==> src/rtl/player_action_fsm.sv <==
// Per-player action controller on the 20 Hz game tick: movement controls for
// the physics engine, punch/kick attack sequencing, hit-stun and state export.
module player_action_fsm #(
    parameter int unsigned PUNCH_WINDUP  = 2,
    parameter int unsigned PUNCH_ACTIVE  = 2,
    parameter int unsigned PUNCH_RECOVER = 3,
    parameter int unsigned KICK_WINDUP   = 3,
    parameter int unsigned KICK_ACTIVE   = 3,
    parameter int unsigned KICK_RECOVER  = 4,
    parameter int unsigned HITSTUN       = 6,
    parameter int unsigned MIN_AIR       = 2
) (
    input  logic       CLK_20Hz,
    input  logic       reset,
    input  logic       btn_left,
    input  logic       btn_right,
    input  logic       btn_jump,
    input  logic       btn_punch,
    input  logic       btn_kick,
    input  logic       on_floor,
    input  logic       got_hit,
    output logic       movingLeft,
    output logic       movingRight,
    output logic       isJumping,
    output logic       attack_active,
    output logic [1:0] attack_type,
    output logic [2:0] action_state
);

    localparam int unsigned CNT_W  = 4;
    localparam int unsigned TYPE_W = 2;

    localparam logic [TYPE_W-1:0] TYPE_NONE  = TYPE_W'(0);
    localparam logic [TYPE_W-1:0] TYPE_PUNCH = TYPE_W'(1);
    localparam logic [TYPE_W-1:0] TYPE_KICK  = TYPE_W'(2);

    typedef enum logic [2:0] {
        S_IDLE    = 3'd0,
        S_WALK    = 3'd1,
        S_AIR     = 3'd2,
        S_WINDUP  = 3'd3,
        S_ACTIVE  = 3'd4,
        S_RECOVER = 3'd5,
        S_HITSTUN = 3'd6
    } state_t;

    state_t            state_q, state_d;
    logic [CNT_W-1:0]  cnt_q, cnt_d;
    logic [CNT_W-1:0]  air_q, air_d;
    logic [TYPE_W-1:0] type_q, type_d;

    logic jump_prev_q, punch_prev_q, kick_prev_q;

    logic moving_left_q, moving_left_d;
    logic moving_right_q, moving_right_d;
    logic is_jumping_q, is_jumping_d;
    logic attack_active_q, attack_active_d;

    logic jump_press, punch_press, kick_press;
    logic move_one;
    logic phase_end;
    logic move_ok;

    // Rising-edge detection on the synchronized action buttons
    always_comb begin
        jump_press  = btn_jump  & ~jump_prev_q;
        punch_press = btn_punch & ~punch_prev_q;
        kick_press  = btn_kick  & ~kick_prev_q;
        move_one    = btn_left ^ btn_right;
        phase_end   = (cnt_q <= CNT_W'(1));
    end

    // Next-state, phase counters and registered-output precomputation
    always_comb begin
        state_d         = state_q;
        cnt_d           = cnt_q;
        air_d           = air_q;
        type_d          = type_q;
        is_jumping_d    = 1'b0;
        move_ok         = 1'b0;
        moving_left_d   = 1'b0;
        moving_right_d  = 1'b0;
        attack_active_d = 1'b0;

        if (got_hit) begin
            state_d = S_HITSTUN;
            cnt_d   = CNT_W'(HITSTUN);
            type_d  = TYPE_NONE;
            air_d   = '0;
        end else begin
            case (state_q)
                S_IDLE, S_WALK: begin
                    if (punch_press) begin
                        state_d = S_WINDUP;
                        type_d  = TYPE_PUNCH;
                        cnt_d   = CNT_W'(PUNCH_WINDUP);
                    end else if (kick_press) begin
                        state_d = S_WINDUP;
                        type_d  = TYPE_KICK;
                        cnt_d   = CNT_W'(KICK_WINDUP);
                    end else if (jump_press && on_floor) begin
                        state_d      = S_AIR;
                        air_d        = CNT_W'(MIN_AIR);
                        is_jumping_d = 1'b1;
                    end else if (move_one) begin
                        state_d = S_WALK;
                    end else begin
                        state_d = S_IDLE;
                    end
                end
                S_AIR: begin
                    // on_floor is ignored until the air counter drains
                    if (air_q != '0) begin
                        air_d = air_q - CNT_W'(1);
                    end else if (on_floor) begin
                        state_d = S_IDLE;
                    end
                end
                S_WINDUP: begin
                    if (phase_end) begin
                        state_d = S_ACTIVE;
                        cnt_d   = (type_q == TYPE_KICK) ? CNT_W'(KICK_ACTIVE)
                                                        : CNT_W'(PUNCH_ACTIVE);
                    end else begin
                        cnt_d = cnt_q - CNT_W'(1);
                    end
                end
                S_ACTIVE: begin
                    if (phase_end) begin
                        state_d = S_RECOVER;
                        cnt_d   = (type_q == TYPE_KICK) ? CNT_W'(KICK_RECOVER)
                                                        : CNT_W'(PUNCH_RECOVER);
                    end else begin
                        cnt_d = cnt_q - CNT_W'(1);
                    end
                end
                S_RECOVER: begin
                    if (phase_end) begin
                        state_d = S_IDLE;
                        cnt_d   = '0;
                        type_d  = TYPE_NONE;
                    end else begin
                        cnt_d = cnt_q - CNT_W'(1);
                    end
                end
                S_HITSTUN: begin
                    if (phase_end) begin
                        state_d = on_floor ? S_IDLE : S_AIR;
                        cnt_d   = '0;
                        air_d   = '0;
                    end else begin
                        cnt_d = cnt_q - CNT_W'(1);
                    end
                end
                default: begin
                    state_d = S_IDLE;
                    cnt_d   = '0;
                    air_d   = '0;
                    type_d  = TYPE_NONE;
                end
            endcase
        end

        move_ok         = (state_d == S_IDLE) || (state_d == S_WALK) || (state_d == S_AIR);
        moving_left_d   = move_ok & btn_left  & ~btn_right;
        moving_right_d  = move_ok & btn_right & ~btn_left;
        attack_active_d = (state_d == S_ACTIVE);
    end

    // State, counters, edge history and output registers
    always_ff @(posedge CLK_20Hz) begin
        if (reset) begin
            state_q         <= S_IDLE;
            cnt_q           <= '0;
            air_q           <= '0;
            type_q          <= TYPE_NONE;
            jump_prev_q     <= 1'b1;
            punch_prev_q    <= 1'b1;
            kick_prev_q     <= 1'b1;
            moving_left_q   <= 1'b0;
            moving_right_q  <= 1'b0;
            is_jumping_q    <= 1'b0;
            attack_active_q <= 1'b0;
        end else begin
            state_q         <= state_d;
            cnt_q           <= cnt_d;
            air_q           <= air_d;
            type_q          <= type_d;
            jump_prev_q     <= btn_jump;
            punch_prev_q    <= btn_punch;
            kick_prev_q     <= btn_kick;
            moving_left_q   <= moving_left_d;
            moving_right_q  <= moving_right_d;
            is_jumping_q    <= is_jumping_d;
            attack_active_q <= attack_active_d;
        end
    end

    assign movingLeft    = moving_left_q;
    assign movingRight   = moving_right_q;
    assign isJumping     = is_jumping_q;
    assign attack_active = attack_active_q;
    assign attack_type   = type_q;
    assign action_state  = state_q;

endmodule

==> config.mk <==
export PLATFORM = sky130hd
export DESIGN_NAME = player_action_fsm
export DESIGN_NICKNAME = d
export VERILOG_FILES = /design/src/rtl/player_action_fsm.sv
export SDC_FILE = /design/constraint.sdc
export NUM_CORES = 1
export LEC_CHECK = 0
export CORE_ASPECT_RATIO = 1.4
export CORE_MARGIN = 5
export CORE_UTILIZATION = 50
export CTS_BUF_LIST = sky130_fd_sc_hd__clkbuf_8
export DETAILED_ROUTE_END_ITERATION = 8
export PLACE_DENSITY = 0.75
export SLEW_MARGIN = 10
export SYNTH_ARGS = -nofsm -noshare
export SYNTH_HDL_FRONTEND = slang
export SYNTH_SLANG_ARGS = --single-unit
==> constraint.sdc <==
create_clock -name CLK_20Hz -period 3.9 [get_ports CLK_20Hz]
set_input_delay 0.585 -clock CLK_20Hz [delete_from_list [all_inputs] [get_ports CLK_20Hz]]
set_output_delay 0.585 -clock CLK_20Hz [all_outputs]
set_load 0.02 [all_outputs]
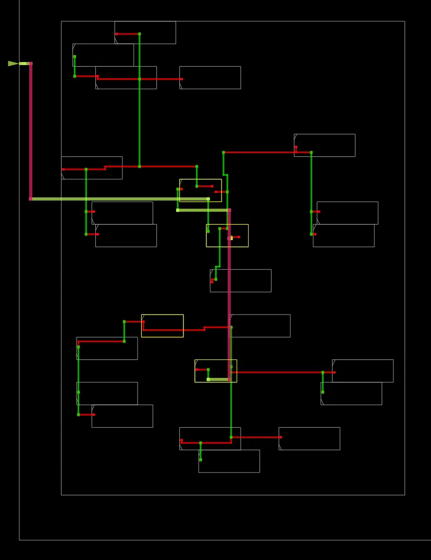
(images/final_clocks.png)
seq_cells: 20
Power Clock: 0.160 mW

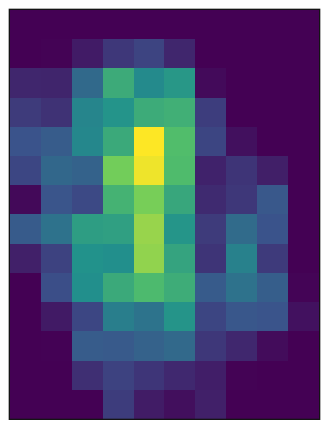
(images/wire_density.png)
(6 px per µm) The die is cut into 10 by 14 equal tiles; dark purple is low, yellow is high, scaled to the fullest tile. Values are wire area over tile area, all layers added.
emptiest ninth of the die: north-east
fullest tile: 0.61
tiles over half the peak: 18%
densest ninth of the die: centre
mean over tiles: 0.14
nearly empty tiles: 32%

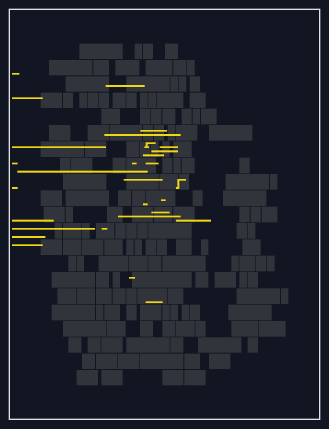
(images/met3.png)
(6 px per µm)
wire length on this layer: 143 µm
share of all routed wire: 4.7%
nets with wire on the layer: 23
main direction: horizontal
longest straight run: 21.4 µm

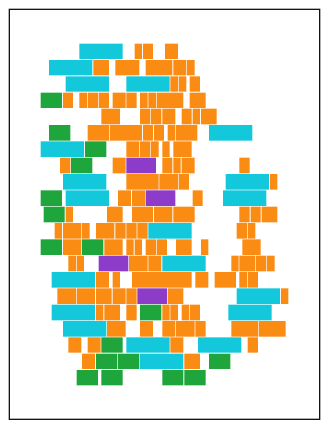
(images/cell_classes.png)
(6 px per µm)
[clock drivers and dummy loads] purple | cells: 4 | share of their area: 3.9%
[all other logic] orange | cells: 120 | share of their area: 55%
[flops] cyan | cells: 20 | share of their area: 29%
[other buffers and delay cells] green | cells: 17 | share of their area: 12%
Final Util: 0.6021
core area: 2365 µm²
Design Area, Final: 1424 µm²
fraction of area in registers: 0.2812

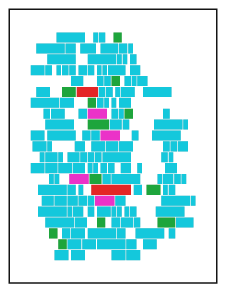
(images/drive_strength.png)
(4 px per µm)
[drive 1 or less] cyan | cells: 143 | share: 89% | most used: dfxtp_1
[drive 2] green | cells: 12 | share: 7.5% | most used: or2_2
[drive 3 to 4] red | cells: 2 | share: 1.2%
[drive 6 and up] magenta | cells: 4 | share: 2.5% | most used: clkbuf_8

==> results.json <==
{
  "run_status": "finished clean",
  "vias": 1193,
  "insertion_delay_ns": 0.26,
  "worst-path-stages": 1,
  "top_cell_area_share": 0.3323,
  "vias_per_cell": 6.484,
  "ys_area_um2": 1205,
  "hold_start": "attack_type[1]",
  "final-max-slew-violation-count": 0,
  "whs_endpoint": "attack_type[1]",
  "setup_viol": 0,
  "fin_setup_tns_ns": 0,
  "fin_skew_ns": 0.006275,
  "place_congestion": 0.8160,
  "r2r-start": "action_state[1]",
  "wl_met3_um": 143,
  "portBuffers": 17,
  "p_leak_nw": 0.4962,
  "crit_slowest_cell": "clkdlybuf4s50_1",
  "clk_pin_slew_ns": 0.08,
  "relSlewSlack": 0.5919,
  "synth.area.top_cells": "dfxtp_1 33%, a21oi_1 5.8%, nor2_1 5.6%, nor3_1 3.7%, ha_1 3.1%",
  "drtPass1Iterations": 4,
  "rsz0062_at_grt": "no",
  "xor_area_frac": 0.01454,
  "ys_cells": 147,
  "crit_type": "reg -> out",
  "r2r-end": "cnt_q[1]",
  "numCtsBuffers": 3,
  "nFillCells": 195
}
[through the flow]
step                      hold slack [ns]    util  cells  setup slack [ns]
after detailed placement           0.4799  0.5788    180             1.588
after floorplan                    0.4702       -    147             2.078
after CTS                          0.4922  0.6021    184             1.626
after global placement             0.4699  0.5788    180             1.630
after global routing               0.5059  0.6021    184             1.552
final                              0.4839  0.6021    184             1.611
[cell type report]
class	instances	area [µm²]	share of cell area
clock buffers	4	55.05	0.03866
repair buffers	17	170.2	0.1195
multi-input cells	114	747.0	0.5246
flip-flops and latches	20	400.4	0.2812
inverters	6	22.52	0.01582
well taps	23	28.78	0.02021
[metal layers]
metal | up-vias | track usage
met5 | - | 0
met4 | 0 | 0.1049
met3 | 11 | 0.04575
met2 | 39 | 0.3551
met1 | 572 | 0.1965
li1 | 571 | -
Power figures rest on the tool's default switching activity, not on a simulated workload.
